--- config.mk ---
export PLATFORM = sky130hd
export DESIGN_NAME = bist_pattern_gen
export DESIGN_NICKNAME = d
export VERILOG_FILES = /design/src/rtl/bist_pattern_gen.sv
export SDC_FILE = /design/constraint.sdc
export NUM_CORES = 1
export LEC_CHECK = 0
export ABC_AREA = 1
export CORE_ASPECT_RATIO = 0.75
export CORE_MARGIN = 2
export CORE_UTILIZATION = 51
export CTS_BUF_LIST = sky130_fd_sc_hd__clkbuf_4
export DETAILED_ROUTE_END_ITERATION = 6
export MAX_ROUTING_LAYER = met4
export PLACE_DENSITY = 0.81
export SLEW_MARGIN = 30
export SYNTH_ARGS = -nofsm -noshare
export SYNTH_HDL_FRONTEND = slang
export SYNTH_SLANG_ARGS = --single-unit
export TNS_END_PERCENT = 50
--- constraint.sdc ---
create_clock -name clk -period 2.02 [get_ports clk]
set_clock_uncertainty 0.1 [all_clocks]
set_input_delay 0.404 -clock clk [delete_from_list [all_inputs] [get_ports clk]]
set_output_delay 0.404 -clock clk [all_outputs]
set_load 0.01 [all_outputs]
--- src/rtl/bist_pattern_gen.sv ---
// BIST pattern generator: ring, Johnson or Galois-LFSR sequences on the LED bank,
// stepped by a programmable divider or by single-step, with wrap and step counting.
module bist_pattern_gen #(
  parameter int unsigned      WIDTH     = 16,
  parameter int unsigned      DIV_W     = 24,
  parameter logic [WIDTH-1:0] LFSR_TAPS = WIDTH'(16'hB400)
) (
  input  logic             clk,
  input  logic             rst,
  input  logic [1:0]       mode,
  input  logic             run,
  input  logic [DIV_W-1:0] step_div,
  input  logic             single_step,
  input  logic [WIDTH-1:0] seed,
  input  logic             seed_load,
  output logic [WIDTH-1:0] led,
  output logic             step_tick,
  output logic             wrap,
  output logic [15:0]      step_count
);

  typedef enum logic [1:0] {
    MODE_OFF     = 2'b00,
    MODE_RING    = 2'b01,
    MODE_JOHNSON = 2'b10,
    MODE_LFSR    = 2'b11
  } mode_e;

  localparam logic [WIDTH-1:0] ONE     = WIDTH'(1);
  localparam logic [WIDTH-1:0] RING_HI = ONE << (WIDTH - 1);
  localparam logic [DIV_W-1:0] DIV_ONE = DIV_W'(1);

  mode_e            mode_q, mode_d;
  logic [WIDTH-1:0] ring_q, ring_d;
  logic [WIDTH-1:0] johnson_q, johnson_d;
  logic [WIDTH-1:0] lfsr_q, lfsr_d;
  logic [WIDTH-1:0] lfsr_start_q, lfsr_start_d;
  logic [DIV_W-1:0] div_q, div_d;
  logic [WIDTH-1:0] led_q, led_d;
  logic             tick_q, tick_d;
  logic             wrap_q, wrap_d;
  logic [15:0]      cnt_q, cnt_d;

  logic             step;
  logic             wrap_hit;
  logic [WIDTH-1:0] seed_nz;

  assign seed_nz = (seed == '0) ? ONE : seed;

  always_comb begin
    mode_d       = mode_q;
    ring_d       = ring_q;
    johnson_d    = johnson_q;
    lfsr_d       = lfsr_q;
    lfsr_start_d = lfsr_start_q;
    div_d        = div_q;
    cnt_d        = cnt_q;
    tick_d       = 1'b0;
    wrap_d       = 1'b0;
    step         = 1'b0;
    wrap_hit     = 1'b0;
    led_d        = '0;

    if (mode_e'(mode) != mode_q) begin
      mode_d = mode_e'(mode);
      div_d  = '0;
      cnt_d  = '0;
    end else if (mode_q == MODE_OFF) begin
      div_d = '0;
    end else if (seed_load) begin
      div_d = '0;
      cnt_d = '0;
      case (mode_q)
        MODE_RING:    ring_d = seed_nz;
        MODE_JOHNSON: johnson_d = seed;
        MODE_LFSR: begin
          lfsr_d       = seed_nz;
          lfsr_start_d = seed_nz;
        end
        default: ;
      endcase
    end else begin
      if (run) begin
        if (div_q == step_div) begin
          step  = 1'b1;
          div_d = '0;
        end else begin
          div_d = div_q + DIV_ONE;
        end
      end else begin
        div_d = '0;
        step  = single_step;
      end

      if (step) begin
        case (mode_q)
          MODE_RING: begin
            ring_d   = {ring_q[WIDTH-2:0], ring_q[WIDTH-1]};
            wrap_hit = (ring_q == RING_HI);
          end
          MODE_JOHNSON: begin
            johnson_d = {johnson_q[WIDTH-2:0], ~johnson_q[WIDTH-1]};
            wrap_hit  = (johnson_d == '0);
          end
          MODE_LFSR: begin
            lfsr_d   = (lfsr_q >> 1) ^ (lfsr_q[0] ? LFSR_TAPS : '0);
            wrap_hit = (lfsr_d == lfsr_start_q);
          end
          default: ;
        endcase
        tick_d = 1'b1;
        wrap_d = wrap_hit;
        if (cnt_q != 16'hFFFF) cnt_d = cnt_q + 16'd1;
      end
    end

    // led follows the post-edge generator state so it moves on the stepping edge itself
    case (mode_d)
      MODE_RING:    led_d = ring_d;
      MODE_JOHNSON: led_d = johnson_d;
      MODE_LFSR:    led_d = lfsr_d;
      default:      led_d = '0;
    endcase
  end

  always_ff @(posedge clk) begin
    if (rst) begin
      mode_q       <= MODE_OFF;
      ring_q       <= ONE;
      johnson_q    <= '0;
      lfsr_q       <= ONE;
      lfsr_start_q <= ONE;
      div_q        <= '0;
      led_q        <= '0;
      tick_q       <= 1'b0;
      wrap_q       <= 1'b0;
      cnt_q        <= '0;
    end else begin
      mode_q       <= mode_d;
      ring_q       <= ring_d;
      johnson_q    <= johnson_d;
      lfsr_q       <= lfsr_d;
      lfsr_start_q <= lfsr_start_d;
      div_q        <= div_d;
      led_q        <= led_d;
      tick_q       <= tick_d;
      wrap_q       <= wrap_d;
      cnt_q        <= cnt_d;
    end
  end

  assign led        = led_q;
  assign step_tick  = tick_q;
  assign wrap       = wrap_q;
  assign step_count = cnt_q;

endmodule

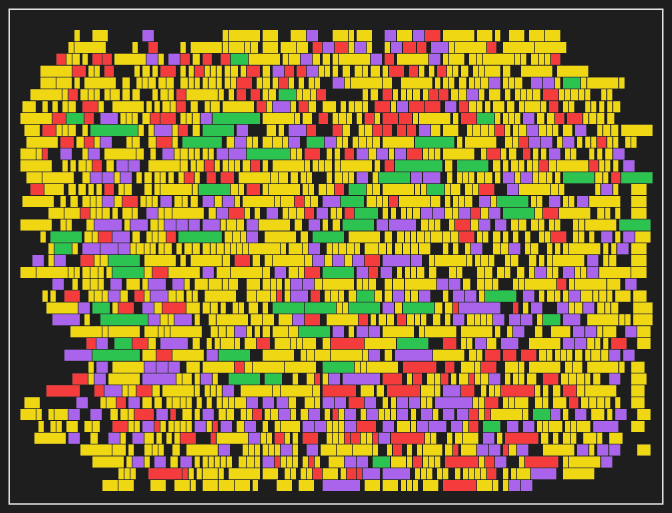
(images/drive_strength.png)
drive 6 and up -> green  # cells 53, share 3.1%
drive 2 -> red  # cells 192, share 11%
drive 1 or less -> yellow  # cells 1185, share 70%
drive 3 to 4 -> purple  # cells 253, share 15%
Non-Filler Cell Area, Final: 12300 um2
layout buffer count excluding clock buffers: 318
Area Overhead vs Synth: 51.5%

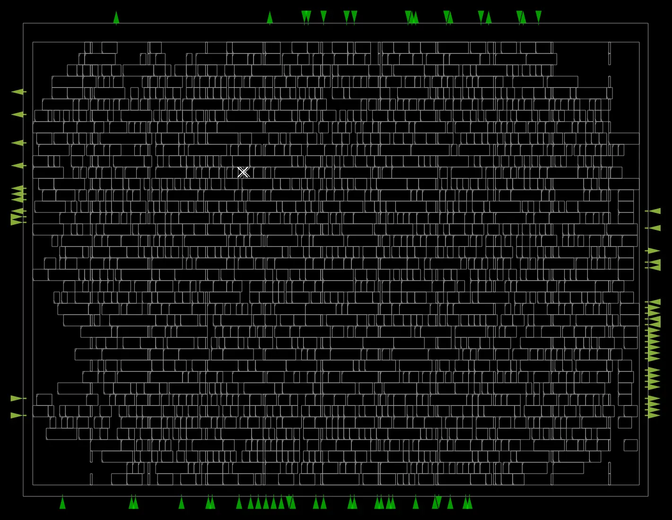
(images/final_placement.png)
Flops: 124
Core Footprint: 15400 um2
share of cell area taken by flip-flops and latches: 0.204
number of standard cells in the final layout excluding fillers: 1890

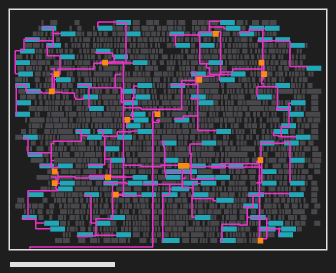
(images/clock_map.png)
The bar under the picture is 50 um long.
clock wires -> magenta  # length 1790 um
cells driving clock nets -> orange  # count 17
flip-flops -> cyan  # count 124
flops lie = spread over the die

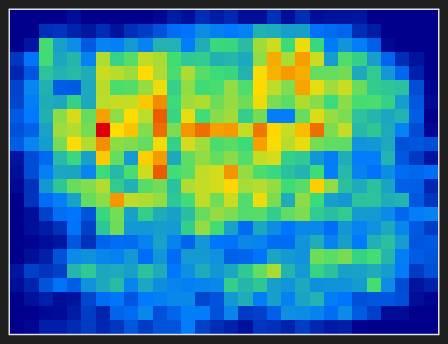
(images/wire_density.png)
30 x 23 tiles, from dark blue (low) to red (high), scaled to the fullest tile. Values are wire area over tile area, all layers added.
nearly empty tiles = 7.7%
tiles over half the peak = 28%
densest ninth of the die = middle
Total GRT Usage: 0.369
vias after detailed routing: 11000
average wire per standard cell: 17.5 um
Final Routed Wirelength: 33.0 mm

==> impl_metrics.py <==
# Synthesis and PnR figures
metrics = {
    "logic_synthesis": {
        "yosys.area_share.simple": 0.399,
        "synth_flop_count": 124,
        "edf_count": 0,
        "synth-warning-count": 0,
        "ys_top_cells_by_count": "451 x sky130_fd_sc_hd__nand2_1, 155 x sky130_fd_sc_hd__inv_1, 154 x sky130_fd_sc_hd__nor2_1",
        "post_synth_num_cell_types": 38,
        "top_logic_kind": "simple AND/OR/NAND/NOR gates",
        "area_of_the_mapped_netlist_um2": 8130,
        "mappedNetlistNets": 1451,
        "synth_dominant_cell_count": "sky130_fd_sc_hd__nand2_1",
        "synthAoiAreaFrac": 0.153,
        "post_synth_xor_area_fraction": 0.0259,
        "postSynth.asyncResetShare": 0,
        "synthesis.instances": 1402,
        "post_synthesis_mean_instance_area_um2": 5.80,
        "synth_adder_area_share": 0.00308,
        "top_area_frac": 0.305,
        "netlist_top_cells_area": "sky130_fd_sc_hd__dfxtp_1 31%, sky130_fd_sc_hd__nand2_1 21%, sky130_fd_sc_hd__nand3_1 7.5%",
        "muxShareOfSynthArea": 0,
    },
    "timing": {
        "timing.final.setup_violations": 86,
        "layout_min_cycle_time_ps": 2330,
        "finalHoldViolCount": 0,
        "finalCritPeriodShare": 1.15,
        "totalNegativeSetupSlack_ps": -10230,
        "worst_hold_margin_ps": 218,
        "setup_repair_after_global_routing_missed_its_margin": "yes",
        "slew_headroom": 0.539,
        "final.setup.worst_slack_ps": -306,
    },
    "drt": {
        "drt_pre_antenna_iters": 7,
        "remaining_drc_errors": 13,
        "postRouteAntennaNets": 0,
        "drt_iter0_drc": 1767,
    },
    "worst_hold_path": {
        "timing.hold.worst_path_depth": 3,
    },
    "global_routing": {
        "global_route_wire_length_before_repair_mm": 48.1,
        "total_congestion_overflow_after_global_routing": 0,
        "antenna_found_initial": 2,
        "largest_net_degree_at_the_start_of_global_routing": 47,
        "grt_pass1_vias": 9608,
    },
    "place": {
        "placedInstanceArea_um2": 10600,
        "globalplace.congestion": 0.988,
        "placement.io_buffers": 80,
        "dpl.hpwl_mm": 21.0,
    },
    "layout": {
        "seq_area_um2": 2510,
        "layout-drive-gt1-share": 0.296,
        "finalCoreUtilization": 0.799,
        "design.final.nets": 1719,
        "comb_gate_area_um2": 5570,
        "nFillCells": 1069,
    },
    "setup_path": {
        "rrSetupSlack_ps": -310,
        "arrival_time_at_the_worst_endpoint_ps": 2720,
        "critical_path.slowest_cell": "sky130_fd_sc_hd__dfxtp_2",
        "cp-start-kind": "register",
        "critical_register_to_register_path_endpoint": "led[5]",
        "rr_worst_depth": 18,
        "cp-end-kind": "register",
        "path_cells": "inv_1, nand2_1, nand2_1, nor2_1, nand2_1, nor2_2, nand3_2, nand2_8, nand2_8, buf_8, nand2_1, nand2_1, nand2_1, nand2_1, nand3_2, nand3_4, nand2_1, inv_1",
        "path_max_fanout": 8,
        "worst_path_most_repeated_cell": "sky130_fd_sc_hd__nand2_1",
        "timing_worst_setup_path_type": "register to register",
        "timing.critical_path.from": "div_q[2]",
        "path_buffers": 3,
        "worstSetupPathDepth": 18,
    },
    "pwr": {
        "cellInternalPower_mw": 4.42,
        "total_switching_power_mw": 2.06,
        "clockPowerShare": 0.331,
        "vdd_ir_drop_max_mv": 0.493,
        "switching_share_of_total_power": 0.318,
        "share_comb_of_total_power": 0.268,
        "power_frac_seq": 0.401,
    },
    "clock_tree": {
        "inserted_clock_buffers": 17,
        "cts.clk_slew.worst_paths_ps": 120,
        "max-clock-path-buffers": 2,
        "htree_num_levels": 4,
        "cts_tree": "yes",
        "clock_tree.root_cell": "sky130_fd_sc_hd__clkbuf_4",
        "clock_sinks": 124,
    },
    "floorplanning": {
        "floorplan.rows": 39,
        "initCoreUtil": 0.527,
        "die-area_um2": 17000,
    },
    "run": {
        "stage_log_warnings": 29,
        "maxCapViolCount": 0,
    },
    "run_status": {
        "status": "finished, violations left",
        "violations_in_the_final_reports": "DRC, setup timing",
    },
}
layout make-up:
cell class / count / area share
well taps: 205 / 0.0208
clock inverters: 10 / 0.0138
repair buffers: 318 / 0.245
multi-input cells: 1044 / 0.452
flip-flops and latches: 124 / 0.204
inverters: 165 / 0.0505
diodes: 2 / 0.000406
clock buffers: 22 / 0.0134
cells in the final DEF (no fill, tap or decap), drive strengths merged, types with 3 or more instances in the layout:
cell,synthesis,routed
nor2,157,157
clkbuf,50,24
clkinv,0,5
bufinv,0,5
clkdlybuf4s50,0,60
nor3,18,18
xor2,20,20
o21ai,95,95
nand2,454,455
a31oi,5,5
buf,20,237
a221oi,5,5
a211oi,4,4
inv,165,165
nor4,7,7
a21oi,111,111
o21a,3,3
dlygate4sd2,0,14
dlymetal6s2s,0,5
nand4,20,20
nand3,121,121
xnor2,4,4
dfxtp,124,124
nand3b,3,3
worst min-delay path by stage:
stage	end	slack, ps	startpoint
6_report	lfsr_q[3]	220	rst
5_1_grt	lfsr_q[3]	170	rst
4_1_cts	lfsr_q[3]	190	rst
3_5_place_dp	lfsr_start_q[2]	350	lfsr_start_q[2]
3_3_place_gp	lfsr_start_q[2]	350	lfsr_start_q[2]
2_1_floorplan	lfsr_start_q[5]	340	lfsr_start_q[5]
sequential cells by signal, indices dropped and copies added, names as in the netlist, 2 cells and up:
| register | cells |
|---|---|
| div_q | 24 |
| johnson_q | 16 |
| led | 16 |
| lfsr_q | 16 |
| lfsr_start_q | 16 |
| mode_q | 2 |
| ring_q | 16 |
| step_count | 16 |
stage by stage:
| stage | worst slack (ps) | instances | total power [mW] |
|---|---|---|---|
| after global placement | -722 | 1820 | 3.97 |
| final | -306 | 1890 | 6.48 |
| after detailed placement | -778 | 1820 | 4.01 |
| after CTS | -157 | 1872 | 6.19 |
| after global routing | -391 | 1890 | 6.74 |
| after floorplan | -6.07 | 1402 | 3.37 |
what timing repair did:
| action | 4_1_cts | 5_1_grt |
|---|---|---|
| setup endpoints to repair | 108 | 110 |
| gates resized | 112 | 188 |
| gates cloned | 4 | 3 |
| pin swaps | 16 | 45 |
| buffers inserted | 16 | 14 |
| hold buffers | 0 | 0 |
worst reg2reg max path, delay by kind of cell (launching register included):
kind	cells	cell delay [ps]
AND/OR/NAND/NOR	15	1430
flip-flops	1	420
buffers and inverters	3	290
cells by family after synthesis:
kind of cell,after synthesis
xor+xnor,24
simple gates,784
fa+ha+maj,2
buf+inv,235
flops,124
compound gates,233
per-layer routing:
metal	routed length, um	share of wire	global-route usage	vias to the layer above
li1	-	-	-	5033
met1	12700	0.38	0.483	4958
met2	14400	0.44	0.547	798
met3	4450	0.13	0.0940	165
met4	1450	0.044	0.143	0
met5	0	0	-	-
power groups by stage:
| stage | clock (mW) | sequential (mW) | combinational (mW) |
|---|---|---|---|
| floorplan | 0 | 2.63 | 0.735 |
| global placement | 0 | 2.64 | 1.33 |
| detailed placement | 0 | 2.65 | 1.36 |
| CTS | 2.13 | 2.59 | 1.47 |
| global route | 2.29 | 2.61 | 1.85 |
| finish | 2.14 | 2.60 | 1.73 |
Power is estimated from default activity; no workload was simulated.
